**Run 1: drive-strength map**

Drawn at 4 px/µm.
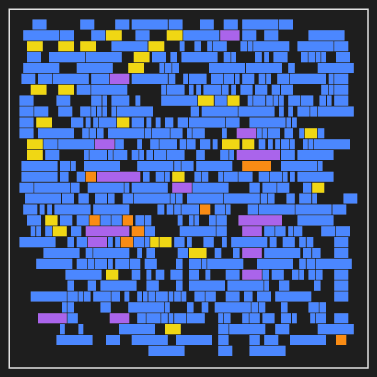
**Run 1: routing congestion**

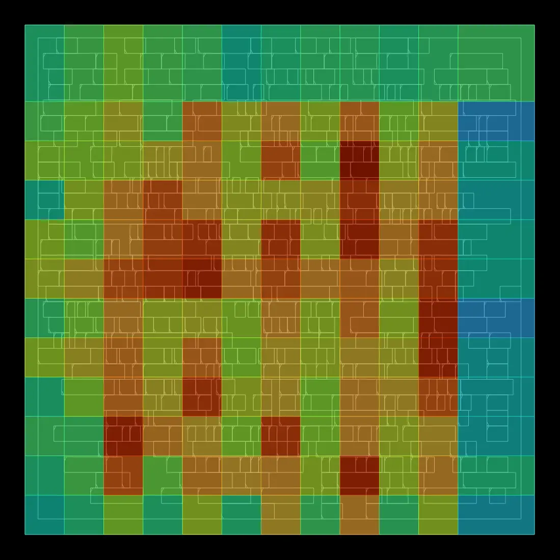
**Run 1: met1 routing**

Drawn at 6 px/µm.
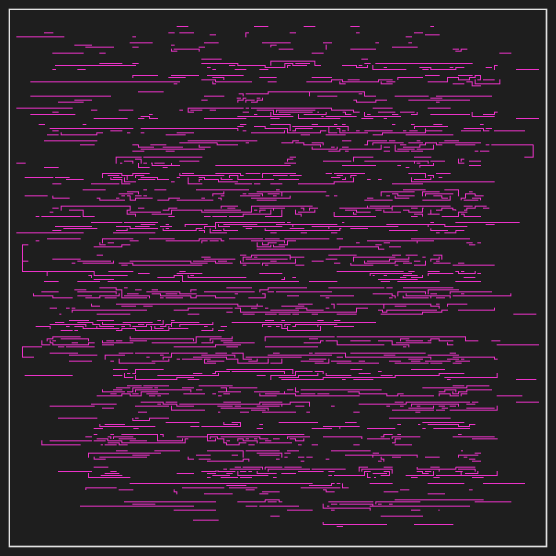
File: config.mk
export PLATFORM = sky130hd
export DESIGN_NAME = pixel_replication_2x
export DESIGN_NICKNAME = d
export VERILOG_FILES = /design/src/rtl/pixel_replication_2x.sv
export SDC_FILE = /design/constraint.sdc
export NUM_CORES = 1
export LEC_CHECK = 0
export CORE_MARGIN = 2
export CORE_UTILIZATION = 57
export CTS_BUF_LIST = sky130_fd_sc_hd__clkbuf_8
export DETAILED_ROUTE_END_ITERATION = 12
export PLACE_DENSITY = 0.79
export SETUP_SLACK_MARGIN = 0.05
export SKIP_CTS_REPAIR_TIMING = 1
export SYNTH_ARGS = -nofsm -noshare
export SYNTH_HDL_FRONTEND = slang
export SYNTH_SLANG_ARGS = --single-unit
File: constraint.sdc
create_clock -name clk -period 3.51 [get_ports clk]
set_input_delay 1.053 -clock clk [delete_from_list [all_inputs] [get_ports clk]]
set_output_delay 1.053 -clock clk [all_outputs]
set_load 0.005 [all_outputs]
File: src/rtl/pixel_replication_2x.sv
// 2x nearest-neighbour upscaler: each source pixel is read once from synchronous RAM
// and written as a 2x2 block into a frame buffer twice as wide and twice as tall.
module pixel_replication_2x #(
    parameter int IMG_WIDTH_IN  = 160,
    parameter int IMG_HEIGHT_IN = 120
) (
    input  logic        clk,
    input  logic        reset_n,
    input  logic        start,
    input  logic [7:0]  pixel_in,
    output logic [14:0] read_addr,
    output logic [16:0] write_addr,
    output logic [7:0]  pixel_out,
    output logic        write_en,
    output logic        busy,
    output logic        done
);

    localparam int OUT_W = 2 * IMG_WIDTH_IN;
    localparam int XW    = (IMG_WIDTH_IN  > 1) ? $clog2(IMG_WIDTH_IN)  : 1;
    localparam int YW    = (IMG_HEIGHT_IN > 1) ? $clog2(IMG_HEIGHT_IN) : 1;

    localparam logic [XW-1:0] X_LAST     = XW'(IMG_WIDTH_IN - 1);
    localparam logic [YW-1:0] Y_LAST     = YW'(IMG_HEIGHT_IN - 1);
    localparam logic [16:0]   STEP_PIXEL = 17'd2;
    // End of a source row also skips the odd output line that the BL/BR writes filled.
    localparam logic [16:0]   STEP_ROW   = 17'(OUT_W + 2);
    localparam logic [16:0]   OFF_BL     = 17'(OUT_W);
    localparam logic [16:0]   OFF_BR     = 17'(OUT_W + 1);

    typedef enum logic [2:0] {
        ST_IDLE,
        ST_READ,
        ST_WAIT,
        ST_WRITE,
        ST_DONE
    } state_t;

    state_t        state_reg;
    logic [XW-1:0] x_reg;
    logic [YW-1:0] y_reg;
    logic [1:0]    sub_reg;
    logic [16:0]   base_reg;
    logic [14:0]   read_addr_reg;
    logic [16:0]   write_addr_reg;
    logic [7:0]    pixel_out_reg;
    logic          write_en_reg;
    logic          busy_reg;
    logic          done_reg;

    always_ff @(posedge clk or negedge reset_n) begin
        if (!reset_n) begin
            state_reg      <= ST_IDLE;
            x_reg          <= '0;
            y_reg          <= '0;
            sub_reg        <= '0;
            base_reg       <= '0;
            read_addr_reg  <= '0;
            write_addr_reg <= '0;
            pixel_out_reg  <= '0;
            write_en_reg   <= 1'b0;
            busy_reg       <= 1'b0;
            done_reg       <= 1'b0;
        end else begin
            case (state_reg)
                ST_IDLE, ST_DONE: begin
                    if (start) begin
                        x_reg         <= '0;
                        y_reg         <= '0;
                        sub_reg       <= '0;
                        base_reg      <= '0;
                        read_addr_reg <= '0;
                        busy_reg      <= 1'b1;
                        done_reg      <= 1'b0;
                        state_reg     <= ST_READ;
                    end
                end
                ST_READ: begin
                    state_reg <= ST_WAIT;
                end
                ST_WAIT: begin
                    // RAM data for read_addr is valid now; first write is the top-left.
                    pixel_out_reg  <= pixel_in;
                    write_en_reg   <= 1'b1;
                    write_addr_reg <= base_reg;
                    sub_reg        <= '0;
                    state_reg      <= ST_WRITE;
                end
                ST_WRITE: begin
                    sub_reg <= sub_reg + 2'd1;
                    case (sub_reg)
                        2'd0: write_addr_reg <= base_reg + 17'd1;
                        2'd1: write_addr_reg <= base_reg + OFF_BL;
                        2'd2: write_addr_reg <= base_reg + OFF_BR;
                        default: begin
                            write_en_reg <= 1'b0;
                            if (x_reg == X_LAST && y_reg == Y_LAST) begin
                                busy_reg  <= 1'b0;
                                done_reg  <= 1'b1;
                                state_reg <= ST_DONE;
                            end else begin
                                read_addr_reg <= read_addr_reg + 15'd1;
                                state_reg     <= ST_READ;
                                if (x_reg == X_LAST) begin
                                    x_reg    <= '0;
                                    y_reg    <= y_reg + YW'(1);
                                    base_reg <= base_reg + STEP_ROW;
                                end else begin
                                    x_reg    <= x_reg + XW'(1);
                                    base_reg <= base_reg + STEP_PIXEL;
                                end
                            end
                        end
                    endcase
                end
                default: begin
                    state_reg <= ST_IDLE;
                end
            endcase
        end
    end

    assign read_addr  = read_addr_reg;
    assign write_addr = write_addr_reg;
    assign pixel_out  = pixel_out_reg;
    assign write_en   = write_en_reg;
    assign busy       = busy_reg;
    assign done       = done_reg;

endmodule

==> reports/summary.txt, run 1 <==
outcome: complete, no violations
Final Hold Fails: 0
MI comb area: 2040 µm²
max FFs per register: 17
Slew HR: 33.7%
Residual DRC: 0
Met2 Wirelength: 4.44 mm
PwrDens: 378 nW/µm²
critical path endpoint category: register
Max VDD drop: 0.000321 V
first-pass GRT wire length: 15.5 mm
top routing layer used: met4
clk slew on worst S/H paths: 0.09 ns
Avg Cell Area, Syn: 9.83 µm²
Synth top area share: 47.7%
clk latency late pin: 0.35 ns
Port Buffers: 53
NumNets Final: 492
Rows: 31
routed vias/inst: 5.98
distinct cell type count after synthesis: 54
fin. max-slew vios: 0
Hold Crit Class: register to register
r2r endpoint: base_reg[12]
worst r2r src: x_reg[0]
Arr. time, crit path: 3.21 ns
Buffers & Inverters on Critical Path: 1
floorplan net count: 446
Log Warnings: 29
Inst Count DP: 556
initial antenna violation count: 0
Tcrit/Tclk final: 83.4%
GP Congestion: 0.845
Worst path top cell family by delay: simple AND/OR/NAND/NOR gates
Max Freq: 342 MHz
Detailed Routing Iterations Pass 1: 4
crit path cell chain: clkdlybuf4s50_1, or3b_1, nand2_2, o21ai_2, or4_1, a21oi_1
Vias: 3,423
layout cells sized above 1: 10.8%
Setup CP Type: primary input to register
top cells by count: dfrtp_1 (79), nand2_1 (56), nor2_1 (31)
vias in the first global route: 3,219
Chip Area, Yosys: 4150 µm²
Main synth FF type: dfrtp_1
Critical Path Sink: read_addr[13]
## Picture notes: 'drive-strength map'
legend:
  x3 and x4:
    color: orange
    cells: 8
    most_used: buf_4
  x1 and smaller:
    color: blue
    cells: 422
    most_used: dfrtp_1
  x2:
    color: yellow
    cells: 28
    most_used: mux2_2
  x6 and larger:
    color: purple
    cells: 15
    most_used: clkbuf_8

## Picture notes: 'routing congestion'
GR Layer Usage met2: 40.0%
met3 usage: 4.06%
Finished Core Util: 70.2%
gr usage total: 25.2%

## Picture notes: 'met1 routing'
share of all routed wire: 46%
main direction: horizontal
nets with wire on the layer: 435
longest straight run: 30.4 µm

[run 1: metrics by stage]
stage / hold slack [ns] / worst slack, ns / cell area, µm² / power (mW)
after CTS: 0.492 / 0.608 / 5010 / 1.92
after global placement: 0.465 / 0.284 / 4740 / 1.01
after global routing: 0.504 / 0.466 / 5010 / 1.97
after floorplan: 0.473 / 0.925 / 4150 / 0.963
final: 0.486 / 0.584 / 5010 / 1.89
after detailed placement: 0.471 / 0.177 / 4740 / 1.01
[run 1: cell type report]
type	count	share of cell area [%]
Clock buffer	10	2.75
Timing Repair Buffer	58	11.5
Clock inverter	6	2.65
Inverter	7	0.524
Sequential cell	79	39.4
Tap cell	99	2.47
Multi-Input combinational cell	313	40.6
[run 1: tightest hold or removal path, stage by stage, from the launching register on]
cell     delay, ns
dfrtp_1       0.35
nand2_1       0.04
o21ai_0       0.06
[run 1: metal layers]
metal	global-route usage, %	vias to the layer above
met4	10.2	0
met5	0	-
met3	4.06	15
li1	-	1640
met2	40.0	97
met1	34.6	1671
[run 1: power by group]
group	internal [mW]	switching [mW]
combinational	0.0328	0.0281
sequential	0.922	0.0104
clock	0.563	0.338
[run 1: layout by cell type (no fill, tap or decap), drive strengths merged, types with 7 or more instances in the layout]
master,synthesis,routed
dfrtp,79,79
nand2,57,57
clkdlybuf4s50,0,52
nor2,31,31
a21oi,25,25
o21ai,24,24
nand3,17,17
mux2,15,15
o31ai,15,15
or4,14,14
ha,13,13
xnor2,12,12
clkbuf,17,10
inv,7,8
a31o,7,7
[run 1: worst min path at each step]
stage | cells past startpoint | slack [ns] | startpoint | endpoint
6_report | 2 | 0.49 | write_addr[12] | write_addr[12]
5_1_grt | 2 | 0.50 | write_addr[10] | write_addr[10]
4_1_cts | 2 | 0.49 | write_addr[11] | write_addr[11]
3_5_place_dp | 2 | 0.47 | write_addr[11] | write_addr[11]
3_3_place_gp | 2 | 0.46 | write_addr[11] | write_addr[11]
2_1_floorplan | 2 | 0.47 | write_addr[10] | write_addr[10]
[run 1: cell families (layout without fill, tap and decap cells)]
logic type	count (synthesis)	count (layout)	synth area share, %
AND/OR/NAND/NOR	167	167	20.8
AND-OR/OR-AND	98	98	15.9
flip-flops	79	79	47.7
buffers and inverters	30	81	3.35
XOR/XNOR	18	18	3.80
multiplexers	17	17	4.56
adder cells (fa/ha/maj)	13	13	3.92
==> run 1 -> run 2 <==
==> constraint.sdc (replaced) <==
create_clock -name clk -period 2.9 [get_ports clk]
set_input_delay 0.87 -clock clk [delete_from_list [all_inputs] [get_ports clk]]
set_output_delay 0.87 -clock clk [all_outputs]
set_load 0.005 [all_outputs]
==> run 2 against run 1 <==
  * Hold slack got worse by 0.0086 ns
  * Clock power down 11%
  * Cell count is 2.1% higher
  * Critical endpoint is now base_reg[16]
  * Sequential share of layout area decreased by 0.21 points
  * Via count rose by 0.15%
  * Clock skew down 0.0016 ns
  * Critical path depth is 2 higher
==> reports/summary.txt, run 2 <==
outcome: complete, no violations
crit path from: x_reg[0]
Port Buffers: 53 (unchanged)
Detailed Routing Iterations Pass 1: 4 (unchanged)
crit path cell chain: ha_1, and4b_1, and2_1, ha_1, and3_1, a41oi_1, or4b_1, mux2i_1
WHS: 0.477 ns (-0.00861 ns)
layout cells sized above 1: 13.0% (+2.2 points)
fin. max-slew vios: 0 (unchanged)
clk slew on worst S/H paths: 0.08 ns (about the same)
top cells by count: dfrtp_1 (79), nand2_1 (56), nor2_1 (31)
PwrDens: 398 nW/µm² (+5.3%)
Main synth FF type: dfrtp_1
Clock Skews: 0.00843 ns
Yosys Warn Count: 0
initial antenna violation count: 0 (unchanged)
Residual DRC: 0 (unchanged)
Chip Area, Yosys: 4150 µm² (unchanged)
r2r endpoint: base_reg[16]
distinct cell type count after synthesis: 54 (unchanged)
Worst Hold Endpoint: write_addr[13]
Design Area, Final: 5040 µm² (+0.52%)
Final Hold Fails: 0 (unchanged)
Met2 Wirelength: 4.51 mm (+1.5%)
Slew HR: 45.4% (+12 points)
Filler Cells Inserted: 568
hpwl dp: 6.46 mm
first-pass GRT wire length: 15.2 mm (-1.9%)
min-delay src: write_addr[13]
GP Congestion: 0.875 (+3.5%)
wl on met1: 4.17 mm
Log Warnings: 29 (unchanged)
Vias: 3,428 (+0.15%)
Basic Gates by Area: 20.8% (unchanged)
Post-Synth Adder-Cell Area: 3.92% (unchanged)
Avg Cell Area, Syn: 9.83 µm² (unchanged)
floorplan net count: 446 (unchanged)
Main logic family: simple AND/OR/NAND/NOR gates
NumNets Final: 504 (+2.4%)
top routing layer used: met4
clock sink total: 79
vias in the first global route: 3,300 (+2.5%)
Inst Count DP: 568 (+2.2%)
Setup CP Type: register to register
clk latency late pin: 0.34 ns (about the same)
Arr. time, crit path: 3.00 ns (-0.21 ns)
Rows: 31 (unchanged)
most common logic cells in the final layout: dfrtp_1 (79), nand2_1 (56), clkdlybuf4s50_1 (52), nor2_1 (31), a21oi_1 (24)
Max VDD drop: 0.000394 V (+22%)
worst r2r src: x_reg[0]
XOR Share, Synth: 3.80% (unchanged)
Max Freq: 362 MHz
max FFs per register: 17 (unchanged)
WHS Path Cells: 2 (unchanged)
ao+oa area frac: 15.9% (unchanged)
Synth top area share: 47.7% (unchanged)
placed cell areas: 4840 µm² (+2.2%)
routed vias/inst: 5.87 (-1.9%)
most numerous logic cell after layout: dfrtp_1
MI comb area: 2040 µm² (+0.18%)
critical path endpoint category: register
-- run 2: layout make-up --
| class | count | share of cell area [%] |
|---|---|---|
| sequential | 79 | 39.2 |
| timing repair buffer | 70 | 13.5 |
| inverter | 7 | 0.521 |
| clock buffer | 10 | 2.73 |
| tap | 99 | 2.46 |
| clock inverter | 6 | 1.04 |
| multi-input combinational | 313 | 40.5 |
-- run 2: power breakdown --
| group | switching, mW | internal, mW |
|---|---|---|
| Combinational | 0.0351 | 0.0425 |
| Sequential | 0.0128 | 1.12 |
| Clock | 0.389 | 0.411 |
| Total | 0.437 | 1.57 |
-- run 2: per-stage QoR --
step | power, mW | setup WS, ns
finish | 2.01 | 0.139
global route | 2.08 | 0.0513
detailed placement | 1.23 | -0.0360
global placement | 1.23 | 0.0162
CTS | 2.02 | 0.100
floorplan | 1.17 | 0.448
-- run 2: kinds of logic after synthesis --
| family | count (synthesis) |
|---|---|
| AOI/OAI and AO/OA | 98 |
| xor gates and xnor gates | 18 |
| adders and majority gates | 13 |
| buffers and inverters | 30 |
| DFF | 79 |
| muxes | 17 |
| and+or+nand+nor | 167 |
-- run 2: worst max-delay path, delay by kind of cell, from the launching register on --
| family | cells | cell delay (ns) |
|---|---|---|
| AND/OR/NAND/NOR | 4 | 1.33 |
| multiplexers | 1 | 0.13 |
| AND-OR/OR-AND | 1 | 0.20 |
| flip-flops | 1 | 0.41 |
| adder cells (fa/ha/maj) | 2 | 0.58 |
-- run 2: worst max-delay path by stage --
stage,end,depth (start not counted)
final,base_reg[16],8
after global routing,base_reg[16],8
after CTS,base_reg[13],9
after detailed placement,base_reg[16],6
after global placement,base_reg[16],6
after floorplan,base_reg[16],8
-- run 2: metal layers --
metal | up-vias | GRT usage (%)
met5 | - | 0
met4 | 0 | 9.23
met3 | 9 | 4.16
met2 | 80 | 41.3
met1 | 1683 | 31.6
li1 | 1656 | -
**Run 2: routing congestion**

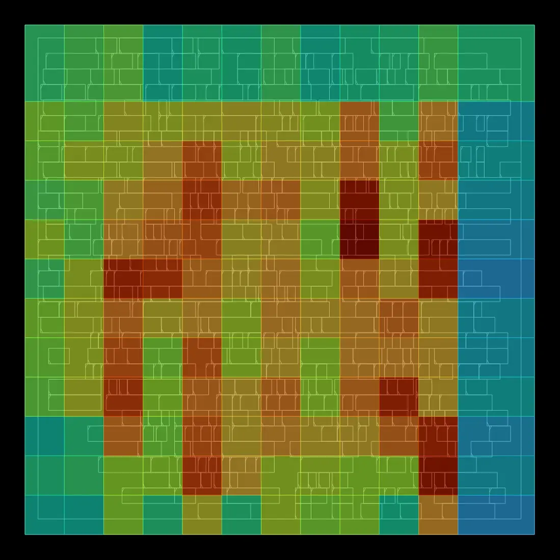
gr busiest metal: met2
gr usage total: 24.4%
Routed WL per cell: 15.7 µm
met3 usage: 4.16%

**Run 2: placement by cell class**

Drawn at 4 px/µm.
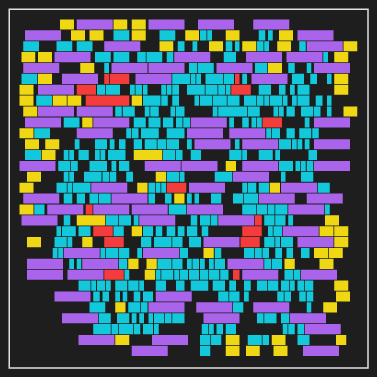
legend:
  clock drivers and dummy loads:
    color: red
    cells: 16
    share_of_their_area: 3.9%
  remaining buffers and delay cells:
    color: yellow
    cells: 70
    share_of_their_area: 14%
  remaining logic cells:
    color: cyan
    cells: 320
    share_of_their_area: 42%
  registers:
    color: purple
    cells: 79
    share_of_their_area: 40%

==> run 2 -> run 3 <==
--- a/config.mk
+++ b/config.mk
@@ -9,6 +9,7 @@
 export CORE_UTILIZATION = 57
 export CTS_BUF_LIST = sky130_fd_sc_hd__clkbuf_8
 export DETAILED_ROUTE_END_ITERATION = 12
+export GPL_TIMING_DRIVEN = 0
 export PLACE_DENSITY = 0.79
 export SETUP_SLACK_MARGIN = 0.05
 export SKIP_CTS_REPAIR_TIMING = 1
==> run 3 against run 2 <==
  * Cell count grew 1.4%
  * Clock power grew 15%
  * Register-to-register slack gained 0.07 ns
  * Combinational power grew 3.4%
  * Critical endpoint is now x_reg[4]
  * Largest cell class unchanged
  * Highest routed layer unchanged
==> reports/summary.txt, run 3 <==
Max Freq: 369 MHz (+1.9%)
hpwl dp: 6.55 mm (+1.5%)
Final Hold Fails: 0 (unchanged)
Main synth FF type: dfrtp_1
Setup CP Type: primary input to register
clock sink total: 79 (unchanged)
floorplan net count: 446 (unchanged)
most common logic cells in the final layout: dfrtp_1 (79), nand2_1 (56), clkdlybuf4s50_1 (52), nor2_1 (31), a21oi_1 (24)
NumNets Final: 512 (+1.6%)
top cells by count: dfrtp_1 (79), nand2_1 (56), nor2_1 (31)
Chip Area, Yosys: 4150 µm² (unchanged)
Detailed Routing Iterations Pass 1: 4 (unchanged)
Filler Cells Inserted: 560 (-1.4%)
worst r2r src: x_reg[0]
Hold Crit Class: primary input to async pin
initial antenna violation count: 0 (unchanged)
vias in the first global route: 3,192 (-3.3%)
io pins: 54
max FFs per register: 17 (unchanged)
outcome: complete, no violations
PwrDens: 420 nW/µm² (+5.4%)
critical path endpoint category: register
fp util: 58.1%
largest net degree at the start of global routing: 58
Overflow after GRT: 0
gr usage total: 24.8% (+0.35 points)
Avg Cell Area, Syn: 9.83 µm² (unchanged)
Port Buffers: 53 (unchanged)
GP Congestion: 0.876 (+0.10%)
routed vias/inst: 5.89 (+0.29%)
Arr. time, crit path: 2.96 ns (-0.04 ns)
WHS: 0.395 ns (-0.0824 ns)
Synth top area share: 47.7% (unchanged)
Rows: 31 (unchanged)
Clock Skews: 0.0132 ns (+0.00474 ns)
Power Total: 2.13 mW (+6.2%)
clk slew on worst S/H paths: 0.09 ns (about the same)
fraction of registers with async set/reset: 100%
Routed WL per cell: 15.8 µm (+1.2%)
Core Area: 7140 µm²
fin. max-slew vios: 0 (unchanged)
slack of the critical path: 0.191 ns (+0.0515 ns)
Residual DRC: 0 (unchanged)
Slew HR: 53.1% (+7.6 points)
Post-Place Worst Slack: -0.237 ns (-0.201 ns)
Yosys Warn Count: 0 (unchanged)
most numerous logic cell after layout: dfrtp_1
Vias: 3,485 (+1.7%)
Inst Count DP: 575 (+1.2%)
distinct cell type count after synthesis: 54 (unchanged)
clk latency late pin: 0.36 ns (+0.02 ns)
first-pass GRT wire length: 15.3 mm (+0.49%)
Log Warnings: 29 (unchanged)
r2r endpoint: base_reg[16]
layout cells sized above 1: 11.8% (-1.2 points)
CTS tree: done
Tcrit/Tclk final: 93.4%
Max VDD drop: 0.000280 V (-29%)
[run 3: cell count changes in the layout (fill, tap and decap cells not counted), sizes merged]
cell | before | now
bufinv | 1 | 2
clkinvlp | 0 | 1
inv | 9 | 8
buf | 18 | 10
clkbuf | 10 | 26
clkinv | 3 | 2
[run 3: worst max-delay path, stage by stage]
cell and delay (ns):
clkdlybuf4s50_1 0.47, or3b_1 0.36, buf_6 0.15, nand2_2 0.13
o21ai_2 0.15, buf_2 0.23, clkbuf_1 0.25, o211ai_1 0.28
nand2_1 0.08
[run 3: routing by layer]
metal / vias to the layer above / wire length (µm) / global-route usage [%]
met5: - / 0 / 0
met4: 0 / 101 / 6.92
met3: 11 / 547 / 5.91
met2: 124 / 4430 / 39.5
met1: 1674 / 4300 / 34.2
li1: 1676 / - / -
[run 3: cell type report]
class                      instances  area (µm²)  share of cell area (%)
buffer                            23         114                    2.24
clock buffer                      10         138                    2.71
clock inverter                     6        85.1                    1.68
inverter                           7        26.3                   0.518
multi-input combinational        313        2050                    40.4
sequential                        79        1980                    39.0
tap                               99         124                    2.44
timing repair buffer              55         563                    11.1
[run 3: worst max path at each step]
stage | end | slack, ns | start | depth (start not counted)
floorplan | base_reg[16] | 0.45 | x_reg[0] | 8
global placement | pixel_out[6] | -1.83 | reset_n | 1
detailed placement | base_reg[11] | -0.24 | start | 9
CTS | base_reg[11] | 0.13 | start | 9
global route | base_reg[10] | 0.05 | x_reg[0] | 10
finish | x_reg[4] | 0.19 | start | 9
[run 3: cell families after synthesis]
logic type | after synthesis | share of synthesized area [%]
buf+inv | 30 | 3.35
mux | 17 | 4.56
fa+ha+maj | 13 | 3.92
flops | 79 | 47.7
xor+xnor | 18 | 3.80
simple gates | 167 | 20.8
compound gates | 98 | 15.9
[run 3: report_power, final]
part	leakage, nW	switching [mW]	total, mW	internal (mW)
sequential	0.990	0.0112	1.13	1.12
combinational	0.945	0.0362	0.0802	0.0440
clock	0.114	0.417	0.922	0.505
[run 3: through the flow]
stage               TNS (ns)  instance area [µm²]
floorplan                  0                 4150
global placement     -148.05                 4800
detailed placement     -4.39                 4830
CTS                        0                 5050
global route               0                 5070
finish                     0                 5070
**Run 3: routing congestion**

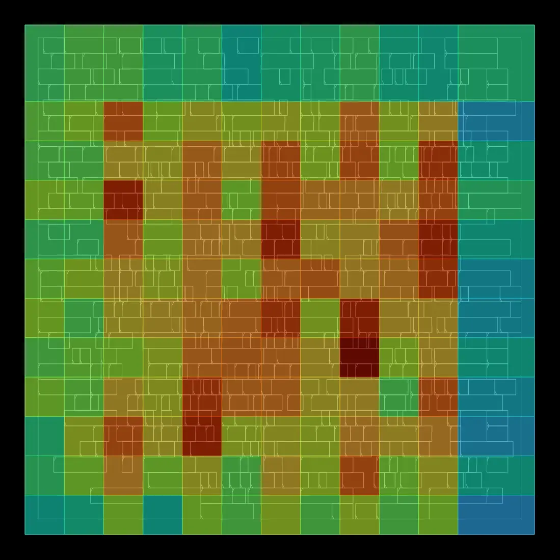
GR Layer Usage met2: 39.5%
Finished Core Util: 71.1%

**Run 3: layout detail**

Window x 10 to 35, y 54 to 79 µm. Cells in gray, sequential cells in the stronger gray; small squares are vias.
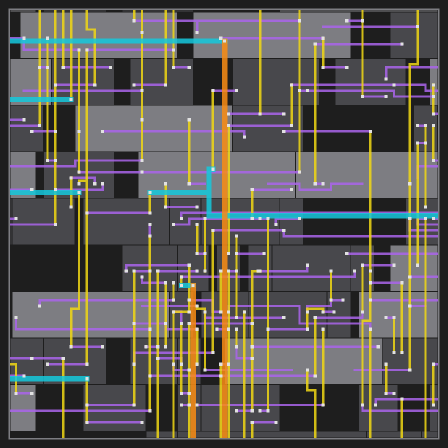
legend:
  M3:
    color: cyan
  M4:
    color: orange
  M1:
    color: purple
  M2:
    color: yellow
sequential cells in the window: 8
most frequent: dfrtp_1 (8), nand2_1 (5), clkdlybuf4s50_1 (5)
cells with their middle in the window: 40
netlist names of flops here include: write_addr (4), sub_reg (2)

Power figures rest on the tool's default switching activity, not on a simulated workload.
